==> config.mk <==
export PLATFORM = sky130hd
export DESIGN_NAME = timer_sequencer_flat
export DESIGN_NICKNAME = d
export VERILOG_FILES = /design/src/rtl/timer_sequencer_if.sv /design/src/rtl/timer_sequencer.sv /design/src/flat_wrapper.sv
export SDC_FILE = /design/constraint.sdc
export NUM_CORES = 1
export LEC_CHECK = 0
export CAP_MARGIN = 20
export CORE_UTILIZATION = 61
export CTS_BUF_LIST = sky130_fd_sc_hd__clkbuf_2 sky130_fd_sc_hd__clkbuf_4 sky130_fd_sc_hd__clkbuf_8
export CTS_CLUSTER_SIZE = 24
export DETAILED_ROUTE_END_ITERATION = 12
export PLACE_DENSITY = 0.91
export SYNTH_ARGS = -nofsm -noshare
export SYNTH_HDL_FRONTEND = slang
export SYNTH_SLANG_ARGS = --single-unit
==> constraint.sdc <==
create_clock -name i_clk -period 4.2 [get_ports i_clk]
set_input_delay 0.42 -clock i_clk [delete_from_list [all_inputs] [get_ports i_clk]]
set_output_delay 0.42 -clock i_clk [all_outputs]
set_load 0.01 [all_outputs]
==> run_1/pdn.png <==
Bar = 50 µm. Pins as bars on the die edge.
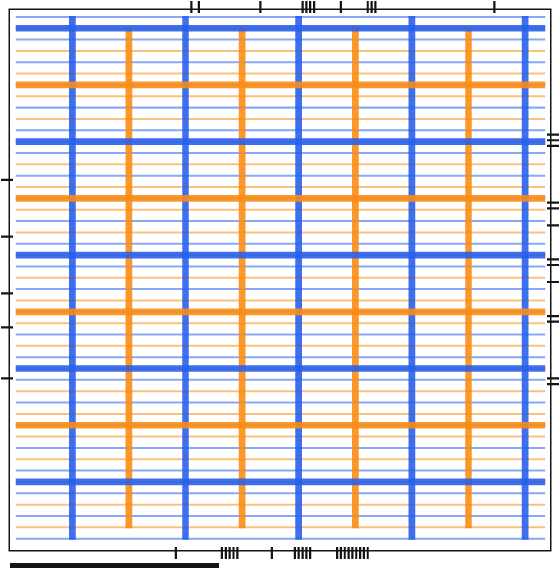
color	net
blue	VSS
orange	VDD
signal pins	51
met4 straps	9
rows	46
met1 rails	47
met5 straps	9
core box area: 0.0159 mm²
Die W: 129 µm
maximum VDD drop: 0.197 mV
die height: 129 µm

==> run_1/cell_classes.png <==
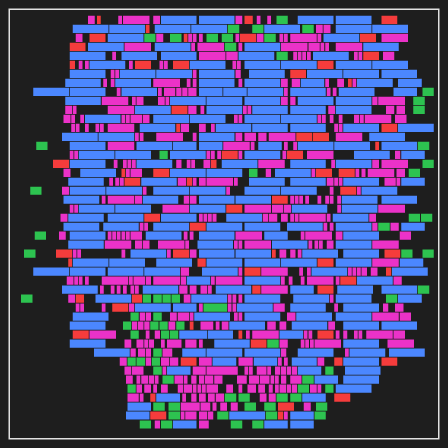
color	class	cells
magenta	all other logic	448
blue	flip-flops	229
green	other buffers and delay cells	74
red	clock drivers and dummy loads	65
Finished Cell Area: 0.0114 mm²
fin util: 71.5%
Rows: 46
sequential portion of the cell area: 57.5%

==> run_1/clock_map.png <==
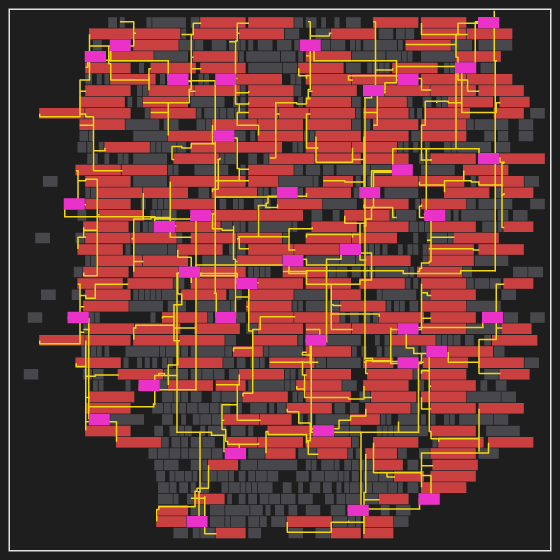
[red] flip-flops | count: 229
[yellow] clock wires | length: 2,590 µm
[magenta] cells driving clock nets | count: 36
flops lie	widely spread
Clock Power Share: 36.9%
Post-Route Skew: 0.0150 ns
clk ins delay skew pair: 0.54 ns
Clk power: 0.00181 W

==> ci_impl_report.md <==
## PnR job results

| Metric | Value |
|---|---|
| Sequential Power Share | a little over half |
| Clock-pin slew on the worst setup and hold paths | around 0.060 ns |
| Setup slack, reg-to-reg | 2.07 ns |
| Most common logic cell in the routed design | edfxtp_1 |
| First-pass GRT wire length | between 30,000 and 40,000 µm |
| Buffers added on ports | around 50 |
| Cell Type Count | between 40 and 50 |
| Post-DRT Antenna Nets | 0 |
| Hold Vio Cnt, Final | 0 |
| Global route overflow | 0 |
| CP required | 4.47 ns |
| Worst Slack Setup Final | 1.97 ns |
| Final nets | roughly 800 |
| Initial DRC count | roughly 870 |
| Gate power share | 9.1% |
| Cell area leaders | edfxtp_1 (59%), mux4_2 (11%), dfxtp_1 (7.1%) |
| Sw power | 0.00119 W |
| RSZ-0062 raised after global routing | false |
| WL per Instance | 24.3 µm |
| DR vias | 6,714 |
| DRC errors left | 0 |
| Hold Buf Count CTS | 0 |
| Post-synth tally of flip-flops with integrated enable | 194 |
| R2r worst-path depth | 3 |
| Tool Warnings | 26 |
| Fmax | between 400 and 500 MHz |
| Slew @ Worst Pin | 1.09 ns |
| M3 GR Usage | between 7 and 8% |
| Cycle use final | 53.0% |
| Fin crit period | 2.23 ns |
| Yosys synthesis chip area | 0.00991 mm² |
| Setup tns final | 0 ns |
| Cell count in the Yosys report | 729 |
| Initial antenna violation count | 0 |
| Chip footprint | about 0.017 mm² |
| Place WS | roughly 1.5 ns |
| Avg Vias per Cell | approximately 6.5 |
| Post_cts resized | 0 |
| Net Count, Synth | between 700 and 800 |
| Number of global-route vias before repair | 6,699 |
| GR Layer Usage met1 | 36.9% |
| Sw Ratio | 24.2% |
| CP startpoint kind | input pin |
| Post-route insts no fill | 1,032 |
| Crit. End Element | register |
| #FFs+latches synth | 229 |
| Crit-path max FO | 27 |
| Pwr dens | 433 mW/mm² |
| Top Layout Cells | edfxtp_1 (194), nor2_1 (159), nand2_1 (59), clkdlybuf4s50_1 (50), mux4_2 (48) |
| Most frequent cell after synthesis | edfxtp_1 |
| Final wirelength | ~25,000 µm |
| Clock Tree Buf Depth | 3 |
| Arr. time, crit path | 2.50 ns |
| Io pins | 51 |
| DP HPWL | 14,200 µm |
| FP Util | between 60% and 70% |
| Leak pwr | ~3.8 nW |
| FFs w/ async S/R, synth | 0% |
| Area share, top type | 58.8% |
| Cells after DPL | between 900 and 1k |
| Tot GR Track Use | between 30% and 40% |
| Syn avg cell area | 13.6 µm² |
| Mapped cell area | 0.00991 mm² |
| 1st-pass router iterations | 7 |
| GR Layer Usage met2 | 52.4% |
| Max-cap check violation count | 0 |
| Design Power | 0.00491 W |
| Commonest cells post-synth | edfxtp_1 (194), nor2_1 (160), nand2_1 (59) |
| Mapped Cells | 729 |
| Setup Fix Bufs, Post-CTS | 0 |
| Final Setup Violations | 0 |
| Yosys warns | 0 |
| Layout cells sized above 1 | approximately 17% |
| H-tree depth | 2 |
| Pint | 0.00372 W |
| Slew Limit Fails | 0 |
| Clock buffer count from CTS | 36 |
| CTS tree | built |
| Yosys top cell by area | edfxtp_1 |
| Rel. slew slack | 27.4% |
| Post-synth seq share | 65.8% |
| Most common reg cell | edfxtp_1 |
| Synthesis-to-layout area growth | 14.6% |
| Num Clock Sinks | 229 |
| Pin count of the biggest net entering global routing | 49 |
| Global route hottest layer | met2 |
| Hold Path Cell Cnt | 2 |
| # diodes | 0 |
| Status | completed |
| CTS Root Cell | clkbuf_8 |
| RD Place Congestion | 0.881 |
| CP Class | in2reg |
| Hold/Removal Path Class | in2reg |
==> run 1: cell families (layout without fill, tap and decap cells) <==
| family | Yosys count | count (layout) | share of synthesized area, % |
|---|---|---|---|
| flops | 229 | 229 | 65.8 |
| mux | 69 | 69 | 13.0 |
| compound gates | 74 | 74 | 4.99 |
| buf+inv | 58 | 145 | 2.50 |
| simple gates | 299 | 299 | 13.7 |
==> run 1: power groups by stage <==
stage | clock network, W | registers (W) | logic, W
CTS | 0.00182 | 0.00265 | 0.000439
global placement | 0 | 0.00268 | 0.000413
global route | 0.00191 | 0.00266 | 0.000470
detailed placement | 0 | 0.00269 | 0.000435
floorplan | 0 | 0.00268 | 0.000255
finish | 0.00181 | 0.00265 | 0.000449
==> run 1: layout make-up <==
class,count,area (µm²)
Sequential cell,229,6530
Clock buffer,47,616
Multi-Input combinational cell,442,3140
Fill cell,948,4530
Timing Repair Buffer,74,693
Tap cell,216,270
Inverter,6,22.5
Clock inverter,18,80.1
==> run 1: critical path: stages <==
cell             delay, ns
clkdlybuf4s50_1       0.47
nor3b_2               0.18
buf_4                 0.21
nand2_1               0.64
buf_4                 0.45
nor2_1                0.11
==> run 1: through the flow <==
stage               instance area (µm²)  utilization (%)  hold slack [ns]
finish                            11400             71.5            0.497
global route                      11400             71.5            0.525
CTS                               11400             71.5            0.490
detailed placement                10700             67.1            0.509
global placement                  10600             67.0            0.497
floorplan                          9910                -            0.480
==> run 1: routing by layer <==
metal | up-vias | wire length [µm]
met5 | - | 0
met4 | 0 | 1360
met3 | 125 | 2680
met2 | 512 | 12700
met1 | 3274 | 8430
li1 | 2803 | -
Power figures rest on the tool's default switching activity, not on a simulated workload.
